<file path="config.mk">
export PLATFORM = sky130hd
export DESIGN_NAME = axi_lite_tohost
export DESIGN_NICKNAME = d
export VERILOG_FILES = /design/src/rtl/axi_lite_tohost.sv
export SDC_FILE = /design/constraint.sdc
export NUM_CORES = 1
export LEC_CHECK = 0
export ABC_AREA = 0
export CAP_MARGIN = 20
export CORE_ASPECT_RATIO = 1.2
export CORE_MARGIN = 2
export CORE_UTILIZATION = 57
export DETAILED_ROUTE_END_ITERATION = 10
export PLACE_DENSITY = 0.95
export SKIP_CTS_REPAIR_TIMING = 1
export SLEW_MARGIN = 10
export SYNTH_ARGS = -nofsm -noshare
export SYNTH_HDL_FRONTEND = slang
export SYNTH_SLANG_ARGS = --single-unit
</file>
<file path="constraint.sdc">
create_clock -name clk -period 14.3 [get_ports clk]
set_input_delay 3.575 -clock clk [delete_from_list [all_inputs] [get_ports clk]]
set_output_delay 3.575 -clock clk [all_outputs]
set_load 0.1 [all_outputs]
</file>
<file path="src/rtl/axi_lite_tohost.sv">
// axi_lite_tohost: AXI-Lite test-status slave. The test program stores a
// completion code to TOHOST; the block latches done/pass/fail_code, runs a
// cycle counter that freezes on completion and flags a sticky timeout.
module axi_lite_tohost #(
   parameter logic [31:0] BASE    = 32'h0000_2000,
   parameter logic [31:0] TIMEOUT = 32'd3000
) (
   input  logic        clk,
   input  logic        rst,
   input  logic        awvalid,
   output logic        awready,
   input  logic [31:0] awaddr,
   input  logic        wvalid,
   output logic        wready,
   input  logic [31:0] wdata,
   input  logic [3:0]  wstrb,
   output logic        bvalid,
   input  logic        bready,
   output logic [1:0]  bresp,
   input  logic        arvalid,
   output logic        arready,
   input  logic [31:0] araddr,
   output logic        rvalid,
   input  logic        rready,
   output logic [31:0] rdata,
   output logic [1:0]  rresp,
   output logic        done,
   output logic        pass,
   output logic [30:0] fail_code,
   output logic        timeout
);

   localparam logic [1:0] RESP_OKAY   = 2'b00;
   localparam logic [1:0] RESP_SLVERR = 2'b10;

   typedef enum logic {W_IDLE = 1'b0, W_RESP = 1'b1} wr_state_t;
   typedef enum logic {R_IDLE = 1'b0, R_DATA = 1'b1} rd_state_t;

   // Apply byte enables of a write onto the current register value.
   function automatic logic [31:0] byte_merge(input logic [31:0] old_v,
                                              input logic [31:0] new_v,
                                              input logic [3:0]  strb);
      logic [31:0] res;
      res = old_v;
      for (int i = 0; i < 4; i++) begin
         if (strb[i]) res[i*8 +: 8] = new_v[i*8 +: 8];
         else         res[i*8 +: 8] = old_v[i*8 +: 8];
      end
      return res;
   endfunction

   wr_state_t   wstate_r, wstate_s;
   rd_state_t   rstate_r, rstate_s;
   logic        aw_cap_r, w_cap_r;
   logic [31:0] awaddr_r, wdata_r;
   logic [3:0]  wstrb_r;
   logic [31:0] tohost_r, cycles_r;
   logic        done_r, pass_r, timeout_r;
   logic [30:0] fail_code_r;
   logic        bvalid_r, rvalid_r;
   logic [1:0]  bresp_r, rresp_r;
   logic [31:0] rdata_r;

   logic        aw_hs_s, w_hs_s, wr_fire_s, wr_in_s, wr_tohost_s, ar_hs_s, rd_in_s;
   logic [31:0] wr_addr_s, wr_data_s, wr_off_s, merged_s, rd_off_s, rd_data_s, status_s;
   logic [3:0]  wr_strb_s;
   logic [1:0]  rd_resp_s;

   // Ready signals decode straight from FSM state so they read 1 in reset.
   assign awready   = (wstate_r == W_IDLE) && !aw_cap_r;
   assign wready    = (wstate_r == W_IDLE) && !w_cap_r;
   assign arready   = (rstate_r == R_IDLE);
   assign aw_hs_s   = awvalid && awready;
   assign w_hs_s    = wvalid && wready;
   assign ar_hs_s   = arvalid && arready;

   // A write fires on the edge where the later of AW/W is accepted, using
   // the captured half and the live bus half together.
   assign wr_addr_s   = aw_cap_r ? awaddr_r : awaddr;
   assign wr_data_s   = w_cap_r ? wdata_r : wdata;
   assign wr_strb_s   = w_cap_r ? wstrb_r : wstrb;
   assign wr_fire_s   = (wstate_r == W_IDLE) && (aw_cap_r || aw_hs_s) && (w_cap_r || w_hs_s);
   assign wr_off_s    = wr_addr_s - BASE;
   assign wr_in_s     = (wr_off_s < 32'd16);
   assign wr_tohost_s = wr_in_s && (wr_off_s[3:2] == 2'b00);
   assign merged_s    = byte_merge(tohost_r, wr_data_s, wr_strb_s);

   assign rd_off_s  = araddr - BASE;
   assign rd_in_s   = (rd_off_s < 32'd16);
   assign status_s  = {28'd0, timeout_r, pass_r, done_r, 1'b0};

   assign bvalid    = bvalid_r;
   assign bresp     = bresp_r;
   assign rvalid    = rvalid_r;
   assign rdata     = rdata_r;
   assign rresp     = rresp_r;
   assign done      = done_r;
   assign pass      = pass_r;
   assign fail_code = fail_code_r;
   assign timeout   = timeout_r;

   // State registers for both independent FSMs.
   always_ff @(posedge clk or posedge rst) begin
      if (rst) begin
         wstate_r <= W_IDLE;
         rstate_r <= R_IDLE;
      end else begin
         wstate_r <= wstate_s;
         rstate_r <= rstate_s;
      end
   end

   // Write FSM next state: respond once both halves are in, wait for bready.
   always_comb begin
      wstate_s = wstate_r;
      case (wstate_r)
         W_IDLE:  if (wr_fire_s) wstate_s = W_RESP; else wstate_s = W_IDLE;
         W_RESP:  if (bready)    wstate_s = W_IDLE; else wstate_s = W_RESP;
         default: wstate_s = W_IDLE;
      endcase
   end

   // Read FSM next state: accept an address, then hold data until rready.
   always_comb begin
      rstate_s = rstate_r;
      case (rstate_r)
         R_IDLE:  if (ar_hs_s) rstate_s = R_DATA; else rstate_s = R_IDLE;
         R_DATA:  if (rready)  rstate_s = R_IDLE; else rstate_s = R_DATA;
         default: rstate_s = R_IDLE;
      endcase
   end

   // Read mux over register values as they stand before the current edge.
   always_comb begin
      rd_data_s = 32'd0;
      rd_resp_s = RESP_OKAY;
      if (rd_in_s) begin
         case (rd_off_s[3:2])
            2'b00:   rd_data_s = tohost_r;
            2'b01:   rd_data_s = cycles_r;
            2'b10:   rd_data_s = status_s;
            default: rd_data_s = 32'd0;
         endcase
      end else begin
         rd_resp_s = RESP_SLVERR;
      end
   end

   // Capture whichever of AW/W arrives first; drop captures when the write fires.
   always_ff @(posedge clk or posedge rst) begin
      if (rst) begin
         aw_cap_r <= 1'b0;
         w_cap_r  <= 1'b0;
         awaddr_r <= 32'd0;
         wdata_r  <= 32'd0;
         wstrb_r  <= 4'd0;
      end else if (wr_fire_s) begin
         aw_cap_r <= 1'b0;
         w_cap_r  <= 1'b0;
      end else begin
         if (aw_hs_s) begin
            aw_cap_r <= 1'b1;
            awaddr_r <= awaddr;
         end
         if (w_hs_s) begin
            w_cap_r <= 1'b1;
            wdata_r <= wdata;
            wstrb_r <= wstrb;
         end
      end
   end

   // Write response channel: only TOHOST is writable, everything else errors.
   always_ff @(posedge clk or posedge rst) begin
      if (rst) begin
         bvalid_r <= 1'b0;
         bresp_r  <= RESP_OKAY;
      end else if (wr_fire_s) begin
         bvalid_r <= 1'b1;
         bresp_r  <= wr_tohost_s ? RESP_OKAY : RESP_SLVERR;
      end else if ((wstate_r == W_RESP) && bready) begin
         bvalid_r <= 1'b0;
      end
   end

   // TOHOST and completion latch; once done, later writes are ignored.
   always_ff @(posedge clk or posedge rst) begin
      if (rst) begin
         tohost_r    <= 32'd0;
         done_r      <= 1'b0;
         pass_r      <= 1'b0;
         fail_code_r <= 31'd0;
      end else if (wr_fire_s && wr_tohost_s && !done_r) begin
         tohost_r <= merged_s;
         if (merged_s[0]) begin
            done_r      <= 1'b1;
            fail_code_r <= merged_s[31:1];
            pass_r      <= (merged_s[31:1] == 31'd0);
         end
      end
   end

   // Cycle counter freezes at completion; timeout is sticky.
   always_ff @(posedge clk or posedge rst) begin
      if (rst) begin
         cycles_r  <= 32'd0;
         timeout_r <= 1'b0;
      end else if (!done_r) begin
         cycles_r <= cycles_r + 32'd1;
         if (cycles_r == TIMEOUT - 32'd1) timeout_r <= 1'b1;
      end
   end

   // Read data channel: sample on AR handshake, hold until rready.
   always_ff @(posedge clk or posedge rst) begin
      if (rst) begin
         rvalid_r <= 1'b0;
         rdata_r  <= 32'd0;
         rresp_r  <= RESP_OKAY;
      end else if (ar_hs_s) begin
         rvalid_r <= 1'b1;
         rdata_r  <= rd_data_s;
         rresp_r  <= rd_resp_s;
      end else if ((rstate_r == R_DATA) && rready) begin
         rvalid_r <= 1'b0;
      end
   end

endmodule
</file>
**Run 1: M1 wires**

The bar under the picture is 20 microns long. Cells faint in the background.
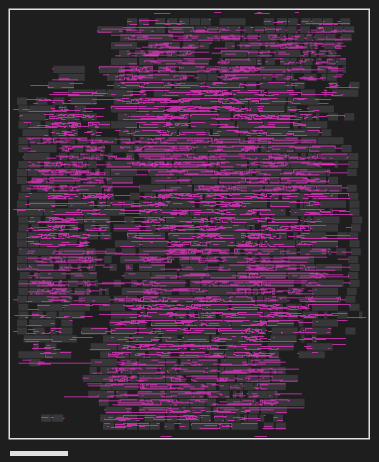
share of all routed wire: 38%
nets with wire on the layer: 968
wire length on this layer: 9750 microns
main direction: horizontal
met1 Resource Use GR: 0.368
detailed-route via count: 7502
DRT Wirelength: 25500 microns

**Run 1: routed metal per tile**

The die is cut into 25 by 29 equal tiles; white is low, dark blue is high, scaled to the fullest tile. Values are wire area over tile area, all layers added.
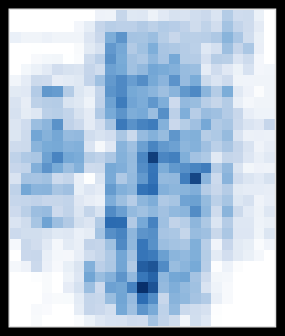
fullest tile: 0.85
nearly empty tiles: 11%
mean over tiles: 0.24
wire length per cell: 21.2 microns
GRT Overall Usage: 0.287

**Run 1: track usage over the die**

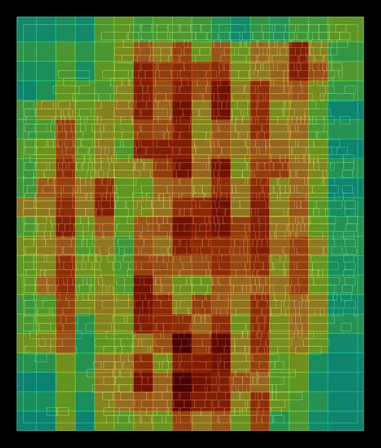
global routing's busiest layer: met2
global routing met2 resource utilization: 0.465
met3 Use GR: 0.0582
post-layout utilization of the core: 0.732

**Run 1: metal layers overlaid**

The bar under the picture is 20 microns long. Two of the layers only.
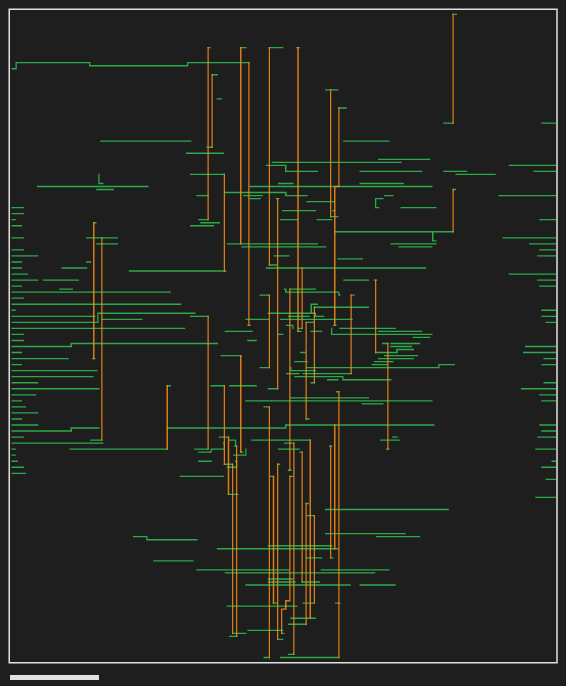
| layer | colour | wire length |
|---|---|---|
| met3 | green | 1930 microns |
| met4 | orange | 1310 microns |

==> impl_summary.log, run 1 <==
[report] extracting results
INFO  metric layout-area-overhead-vs-synth = 26.7%
INFO  metric clock_latency = just under 0.5 ns
INFO  metric power_frac_comb = 0.268
INFO  metric gpl.final_weighted_congestion = 0.909
INFO  metric cell_types_with_the_highest_counts_after_synthesis = dfrtp_1, mux2_2, nand2_1
INFO  metric ff_count = 204
INFO  metric final_cells = 1205
INFO  metric placed_cells_incl_taps = 1167
INFO  metric sequentialPower = 0.752 mW
INFO  metric rsz0062_at_grt = no
INFO  metric intPower = 1.23 mW
INFO  metric highest-signal-layer = met4
INFO  metric drt-met1-wl = ~9700 microns
INFO  metric power.static_leakage = 5.56 nW
INFO  metric yosys_most_used_dff = dfrtp_1
INFO  metric clk_pin_slew = 0.06 ns
INFO  metric htree_num_levels = 1
INFO  metric dpl_cell_area = 0.0115 sq mm
INFO  metric topCombFamilyByArea = multiplexers
INFO  metric clock_sink_count = between 200 and 250
INFO  metric met2RoutedLength = ~13000 microns
INFO  metric run_status = finished, final reports clean
INFO  metric drt_iter0_drc = 617
INFO  metric synthesis.yosys.warnings = 0
INFO  metric log.warning_count = 32
INFO  metric fill_cells = ~1100
INFO  metric wl_met3 = 1930 microns
INFO  metric most_common_cell_after_layout_fill_and_taps_aside = dfrtp_1
INFO  metric ant_nets = 0
INFO  metric ys_sh_adder = 0.00387
INFO  metric final-comb-area = 0.00433 sq mm
INFO  metric dr_vias_cell = 6.23
INFO  metric tritoncts = done
INFO  metric finalCriticalPeriod = approximately 7 ns
INFO  metric port_buffers = 175
INFO  metric setup.worst_path.start_class = input port
INFO  metric floorplanUtilization = 0.577
INFO  metric synth.cellmix.xorXnorShare = 0.0325
INFO  metric simple_gate_share = 0.128
INFO  metric regToRegStartpoint = aw_cap_r$_DFFE_PP0P_
INFO  metric slew-limit-headroom = 0.328
**Run 1: layout detail**

The bar under the picture is 5 microns long. Window x 82 to 102, y 100 to 120 microns. Cells in grey, sequential cells in the stronger grey; small squares are vias.
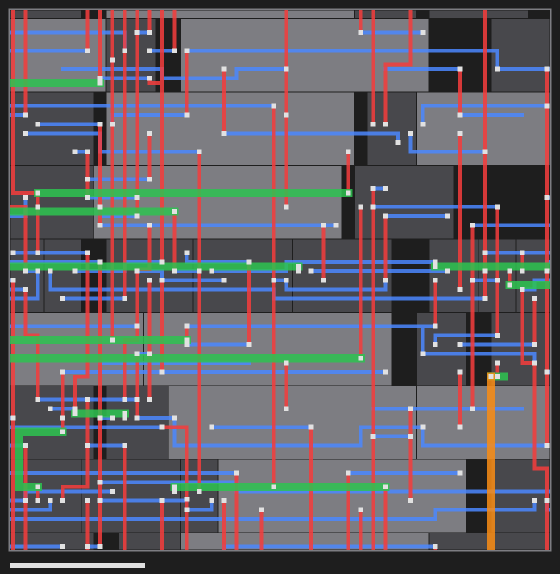

==> run 1 -> run 2 <==
Settings changed: CORE_UTILIZATION 57 to 53, PLACE_DENSITY 0.95 to 0.91.
Clock period 14.3 ns to 7.3 ns, I/O delays scaled along.
**Run 2: layout detail**

The bar under the picture is 5 microns long. Window x 86 to 106, y 104 to 124 microns. Cells in grey, sequential cells in the stronger grey; small squares are vias.
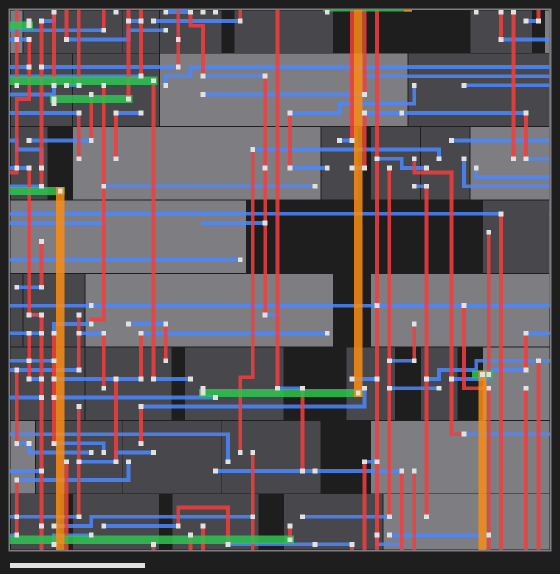
| layer | colour |
|---|---|
| met2 | red |
| met1 | blue |
| met3 | green |
| met4 | orange |
sequential cells in the window: 7
netlist names of flops here include: rdata (4), cycles_r (3)
cells with their middle in the window: 32
most frequent: dfrtp_1 (7), mux2i_1 (5)

**Run 2: routed metal per tile**

The die is cut into 25 by 30 equal tiles; white is low, dark blue is high, scaled to the fullest tile. Values are wire area over tile area, all layers added.
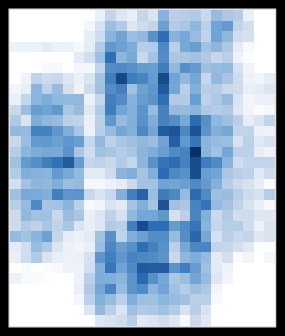
GRT Overall Usage: 0.250
detailed-route via count: 7333

==> run 2 against run 1 <==
Effect of this change: final area down 0.27%; worst hold slack lost 0.0029 ns; critical path depth did not move; sequential cell count is the same; sequential share of layout area rose by 0.11 points; global-route usage is 3.7 points lower; utilization fell by 5.3 points.
==> impl_summary.log, run 2 <==
[report] extracting results
INFO  metric run_status = finished, final reports clean
INFO  metric clock_latency = 0.49 ns
INFO  metric grt.met3_usage = 0.0516
INFO  metric final_cells = 1212
INFO  metric topCombFamilyByArea = multiplexers
INFO  metric yosys_most_used_dff = dfrtp_1
INFO  metric highest-signal-layer = met4
INFO  metric layout-area-overhead-vs-synth = 26.3%
INFO  metric dpl_cell_area = 0.0116 sq mm
INFO  metric clock_sink_count = 204
INFO  metric drt-met1-wl = just over 9000 microns
INFO  metric drt_iter0_drc = 589
INFO  metric intPower = 2.31 mW
INFO  metric simple_gate_share = 0.128
INFO  metric ant_nets = 0
INFO  metric slew-limit-headroom = 0.298
INFO  metric ff_count = 204
INFO  metric global_routing_met2_resource_utilization = 0.421
INFO  metric log.warning_count = 33
INFO  metric htree_num_levels = 1
INFO  metric fill_cells = between 1000 and 1500
INFO  metric gpl.final_weighted_congestion = 0.885
INFO  metric wl_met3 = 1860 microns
INFO  metric synth.cellmix.xorXnorShare = 0.0325
INFO  metric setup.worst_path.start_class = input port
INFO  metric grt.busiest_layer = met2
**Run 2: metal layers overlaid**

The bar under the picture is 50 microns long. Two of the layers only.
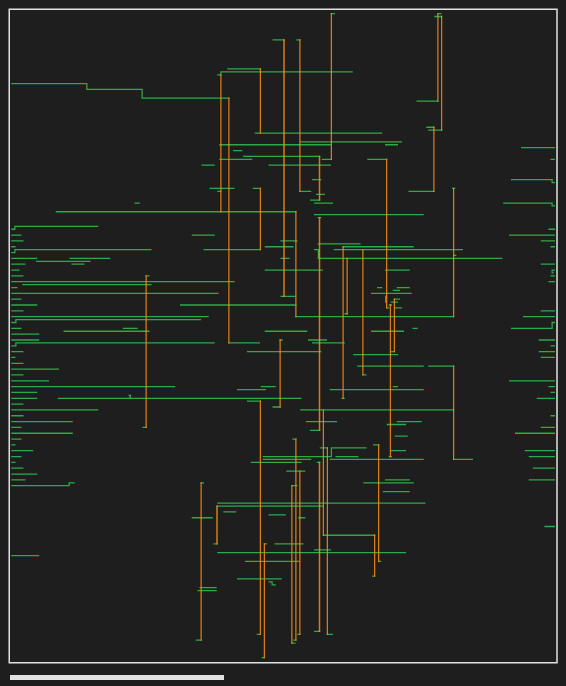
| layer | colour | wire length |
|---|---|---|
| met4 | orange | 1050 microns |
| met3 | green | 1860 microns |
wire length per cell: 20.3 microns
DRT Wirelength: 24600 microns

No activity file was given, so power comes from the tool's default toggle rates.
